`src/rtl/enc4to2_seq.sv`:
```
// Registered priority encoder: captures a multi-hot request vector and emits one
// binary index per handshake until the batch drains. Define ENC_ROUND_ROBIN_EN for rotating priority.
module enc4to2_seq #(
    parameter int N = 4,
    parameter int W = $clog2(N)
) (
    input  logic         clk,
    input  logic         rst,
    input  logic         en,
    input  logic         req_valid,
    output logic         req_ready,
    input  logic [N-1:0] req,
    output logic         code_valid,
    input  logic         code_ready,
    output logic [W-1:0] code,
    output logic         code_last,
    output logic [N-1:0] pend
);

    typedef enum logic [0:0] {IDLE = 1'b0, SERVE = 1'b1} state_t;

    state_t       state_q, state_d;
    logic [N-1:0] pend_q, pend_d;
    logic [W-1:0] code_q, code_d;
    logic         code_valid_q, code_valid_d;
    logic         code_last_q, code_last_d;
    logic         req_ready_q, req_ready_d;
    logic [N-1:0] remain_s;
    logic         accept_s;
    logic [W-1:0] cap_start_s;
    logic [W-1:0] next_start_s;

    function automatic logic is_single(input logic [N-1:0] v);
        return (v != {N{1'b0}}) && ((v & (v - N'(1))) == {N{1'b0}});
    endfunction

    // First set bit found scanning upward from start, wrapping at N (N is a power of 2).
    function automatic logic [W-1:0] pick(input logic [N-1:0] v, input logic [W-1:0] start);
        logic [W-1:0] idx;
        logic [W-1:0] c;
        logic         found;
        idx   = start;
        found = 1'b0;
        for (int i = 0; i < N; i++) begin
            c     = start + W'(i);
            idx   = (!found && v[c]) ? c : idx;
            found = found | v[c];
        end
        return idx;
    endfunction

    assign remain_s = pend_q & ~(N'(1) << code_q);
    assign accept_s = code_valid_q & code_ready & en;

`ifdef ENC_ROUND_ROBIN_EN
    logic [W-1:0] ptr_q, ptr_d;

    assign cap_start_s  = ptr_q;
    assign next_start_s = code_q + W'(1);

    // Rotating pointer advances past every served index and persists across batches.
    always_comb begin
        ptr_d = ptr_q;
        if (accept_s) begin
            ptr_d = next_start_s;
        end else begin
            ptr_d = ptr_q;
        end
    end

    // Pointer register.
    always_ff @(posedge clk or posedge rst) begin
        if (rst) begin
            ptr_q <= {W{1'b0}};
        end else begin
            ptr_q <= ptr_d;
        end
    end
`else
    assign cap_start_s  = {W{1'b0}};
    assign next_start_s = {W{1'b0}};
`endif

    // Next-state and output logic; en low freezes state and pend while dropping both valids.
    always_comb begin
        state_d      = state_q;
        pend_d       = pend_q;
        code_d       = code_q;
        code_valid_d = 1'b0;
        code_last_d  = code_last_q;
        req_ready_d  = 1'b0;
        if (!en) begin
            code_valid_d = 1'b0;
            req_ready_d  = 1'b0;
        end else begin
            case (state_q)
                IDLE: begin
                    req_ready_d = 1'b1;
                    if (req_valid && req_ready_q && (req != {N{1'b0}})) begin
                        pend_d       = req;
                        code_d       = pick(req, cap_start_s);
                        code_last_d  = is_single(req);
                        code_valid_d = 1'b1;
                        req_ready_d  = 1'b0;
                        state_d      = SERVE;
                    end else begin
                        req_ready_d = 1'b1;
                    end
                end
                SERVE: begin
                    code_valid_d = 1'b1;
                    if (accept_s) begin
                        pend_d = remain_s;
                        if (remain_s != {N{1'b0}}) begin
                            code_d      = pick(remain_s, next_start_s);
                            code_last_d = is_single(remain_s);
                        end else begin
                            code_valid_d = 1'b0;
                            code_last_d  = 1'b0;
                            req_ready_d  = 1'b1;
                            state_d      = IDLE;
                        end
                    end else begin
                        code_valid_d = 1'b1;
                    end
                end
                default: begin
                    state_d      = IDLE;
                    pend_d       = {N{1'b0}};
                    code_valid_d = 1'b0;
                    code_last_d  = 1'b0;
                end
            endcase
        end
    end

    // State and output registers.
    always_ff @(posedge clk or posedge rst) begin
        if (rst) begin
            state_q      <= IDLE;
            pend_q       <= {N{1'b0}};
            code_q       <= {W{1'b0}};
            code_valid_q <= 1'b0;
            code_last_q  <= 1'b0;
            req_ready_q  <= 1'b0;
        end else begin
            state_q      <= state_d;
            pend_q       <= pend_d;
            code_q       <= code_d;
            code_valid_q <= code_valid_d;
            code_last_q  <= code_last_d;
            req_ready_q  <= req_ready_d;
        end
    end

    assign req_ready  = req_ready_q;
    assign code_valid = code_valid_q;
    assign code       = code_q;
    assign code_last  = code_last_q;
    assign pend       = pend_q;

endmodule
```
`config.mk`:
```
export PLATFORM = sky130hd
export DESIGN_NAME = enc4to2_seq
export DESIGN_NICKNAME = d
export VERILOG_FILES = /design/src/rtl/enc4to2_seq.sv
export SDC_FILE = /design/constraint.sdc
export NUM_CORES = 1
export LEC_CHECK = 0
export CAP_MARGIN = 20
export CORE_MARGIN = 3
export CORE_UTILIZATION = 48
export DETAILED_ROUTE_END_ITERATION = 7
export PLACE_DENSITY = 0.9
export SYNTH_ARGS = -nofsm -noshare
export SYNTH_HDL_FRONTEND = slang
export SYNTH_SLANG_ARGS = --single-unit
```
`constraint.sdc`:
```
create_clock -name clk -period 1.7 [get_ports clk]
set_input_delay 0.34 -clock clk [delete_from_list [all_inputs] [get_ports clk]]
set_output_delay 0.34 -clock clk [all_outputs]
set_load 0.1 [all_outputs]
```
==> run_1/pinout.png <==
Drawn at 8 px/um. Pins as bars across the die edge, other pins in grey.
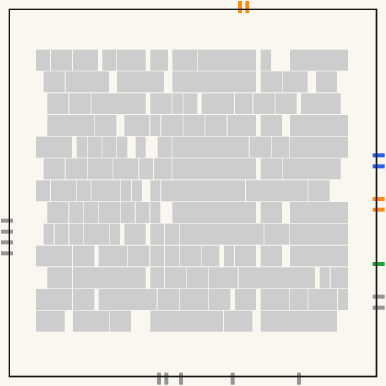
Key: blue = code [pins 2, direction output, edge east]; green = code_valid [pins 1, direction output, edge east]; orange = pend [pins 4, direction output, edge 2 north, 2 east]
All pins by edge: 7 east, 5 south, 4 west, 2 north.

==> run_1/m4.png <==
Drawn at 8 px/um. Supply wires on this layer in grey. Cells faint in the background.
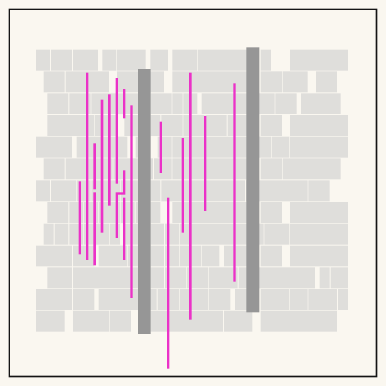
The layer holds 7.4% of the routed length. The layer carries 238 um of wire.

==> run_results.csv, run 1 <==
group,metric,value,unit
status,status,"finished with violations",
status,violations,"negative setup slack",
worst_setup_path,slowest_delay,490,ps
sta,rsz0062_at_grt,"yes",
placed_design,gp_congestion,0.912,
worst_setup_path,reg2reg_depth,5,
pwr,power.group.top,"combinational logic",
pwr,share_comb_of_total_power,0.739,
sta,worst_slack,-40.2,ps
sta,setup_viol,3,
sta,relSlewSlack,0.707,
clock_tree,clk_latency,280,ps
synth,synth_cell_types,38,
global_route,grtUsageTotal,0.265,
worst_setup_path,endpoint_kind,"register",
synth,top_cell,"o21ai_0",
pwr,netSwitchingPower,0.00162,W
synth,ys_seq_elements,10,
worst_setup_path,crit_chain,"clkdlybuf4s50_1 > nor4_2 > nor3_2 > a21boi_4 > buf_4 > a21o_2 > a22o_2",
worst_setup_path,crit_slowest_cell,"clkdlybuf4s50_1",
sta,finalCritPeriodShare,1.02,
synth,xor_share,0.0116,
hold_path,min_path_type,"in -> async",
synth,common_cells,"o21ai_0 (12), dfrtp_1 (10), inv_1 (7), nand2_1 (7), a21oi_1 (6)",
final_layout,post-route-util,0.929,
placed_design,post-dp-hpwl,1690,um
global_route,grt_max_degree,11,
final_layout,nets,137,
drt,ant_nets,0,
global_route,grt_pass1_wl,3890,um
final_layout,n_antenna_cell,0,
synth,synth_top_area_share,0.331,
placed_design,pre_cts_ws,-314,ps
worst_setup_path,required,1870,ps
worst_setup_path,critPathLaunch,"req[3]",
pwr,p_sw_frac,0.543,
==> run_1/class_map.png <==
Drawn at 12 px/um.
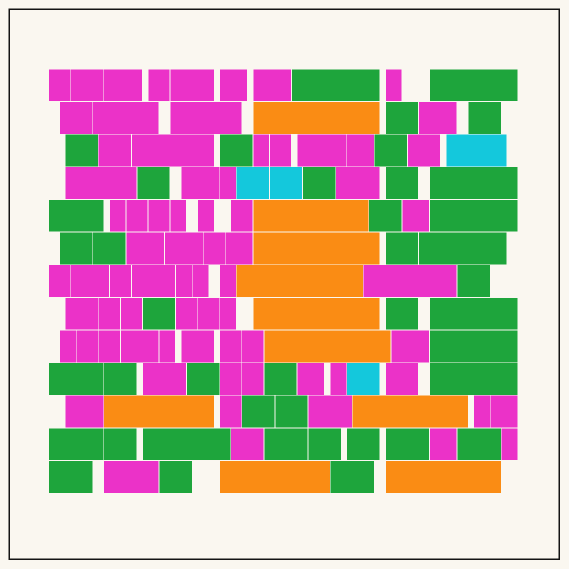
Key: magenta = remaining logic cells [cells 72, share of their area 40%]; cyan = clock drivers and dummy loads [cells 4, share of their area 2.9%]; orange = sequential cells [cells 10, share of their area 22%]; green = remaining buffers and delay cells [cells 41, share of their area 35%]

-- run 1: final cells by class --
| cell class | instances | area, um^2 | area share |
|---|---|---|---|
| well taps | 15 | 18.8 | 0.0146 |
| flip-flops and latches | 10 | 273 | 0.212 |
| clock buffers | 4 | 36.3 | 0.0282 |
| repair buffers | 41 | 448 | 0.349 |
| inverters | 7 | 26.3 | 0.0204 |
| multi-input cells | 65 | 483 | 0.376 |
-- run 1: timing repair --
action	4_1_cts	5_1_grt
endpoints found under the hold margin	0	0
buffers inserted	0	6
endpoints found under the setup margin	1	4
resized	1	7
pin swaps	3	5
-- run 1: per-layer routing --
metal / vias up / routed length (um) / global-route usage
li1: 403 / - / -
met1: 461 / 1100 / 0.323
met2: 113 / 1480 / 0.457
met3: 37 / 410 / 0.0395
met4: 0 / 238 / 0.114
met5: - / 0 / 0
==> run 2, diff against run 1 <==
--- a/config.mk
+++ b/config.mk
@@ -10,6 +10,7 @@
 export CORE_UTILIZATION = 48
 export DETAILED_ROUTE_END_ITERATION = 7
 export PLACE_DENSITY = 0.9
+export RECOVER_POWER = 100
 export SYNTH_ARGS = -nofsm -noshare
 export SYNTH_HDL_FRONTEND = slang
 export SYNTH_SLANG_ARGS = --single-unit
==> run_2/clock_nets.png <==
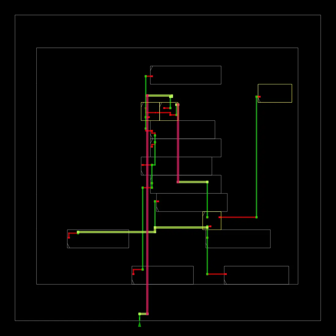
P_clk: 0.000224 W
cts bufs inserted: 3
registers: 10

==> run_results.csv, run 2 <==
group,metric,value,unit
final_layout,logic_area,483,um^2
drt,met1_length,1050,um
sta,setup_viol,3,
sta,worst_slack,-28.6,ps
final_layout,n_all_inverters,7,
status,status,"finished with violations",
synth,synth_cell_types,38,
drt,ant_nets,0,
sta,finalCritPeriodShare,1.02,
worst_setup_path,critPathLaunch,"code[0]$_DFFE_PP0P_",
final_layout,bufAreaShareNonClock,0.333,
drt,route.met2.wl,1480,um
global_route,grt_pass1_wl,3890,um
final_layout,buffers,41,
placed_design,pre_cts_ws,-314,ps
clock_tree,clk_latency,270,ps
drt,top_layer,"met4",
worst_setup_path,required,1850,ps
placed_design,post-dp-hpwl,1690,um
global_route,grtUsageTotal,0.265,
status,violations,"negative setup slack",
==> run 2: timing repair <==
item	4_1_cts	5_1_grt
gates resized	1	7
hold buffers	0	0
endpoints found under the setup margin	1	4
cloned	0	0
pin swaps	3	5
buffers inserted	0	6
==> run 2: cells by family after synthesis <==
kind of cell              Yosys count
muxes                               2
AOI/OAI and AO/OA                  37
buffers and inverters              13
and+or+nand+nor                    25
DFF                                10
xor gates and xnor gates            1
==> run 2: power by group <==
group / internal [W] / switching [W] / total (W)
combinational: 0.000800 / 0.00134 / 0.00214
sequential: 0.000376 / 0.000165 / 0.000540
clock: 0.000130 / 0.0000938 / 0.000224
total: 0.00131 / 0.00160 / 0.00290
No activity file was given, so power comes from the tool's default toggle rates.
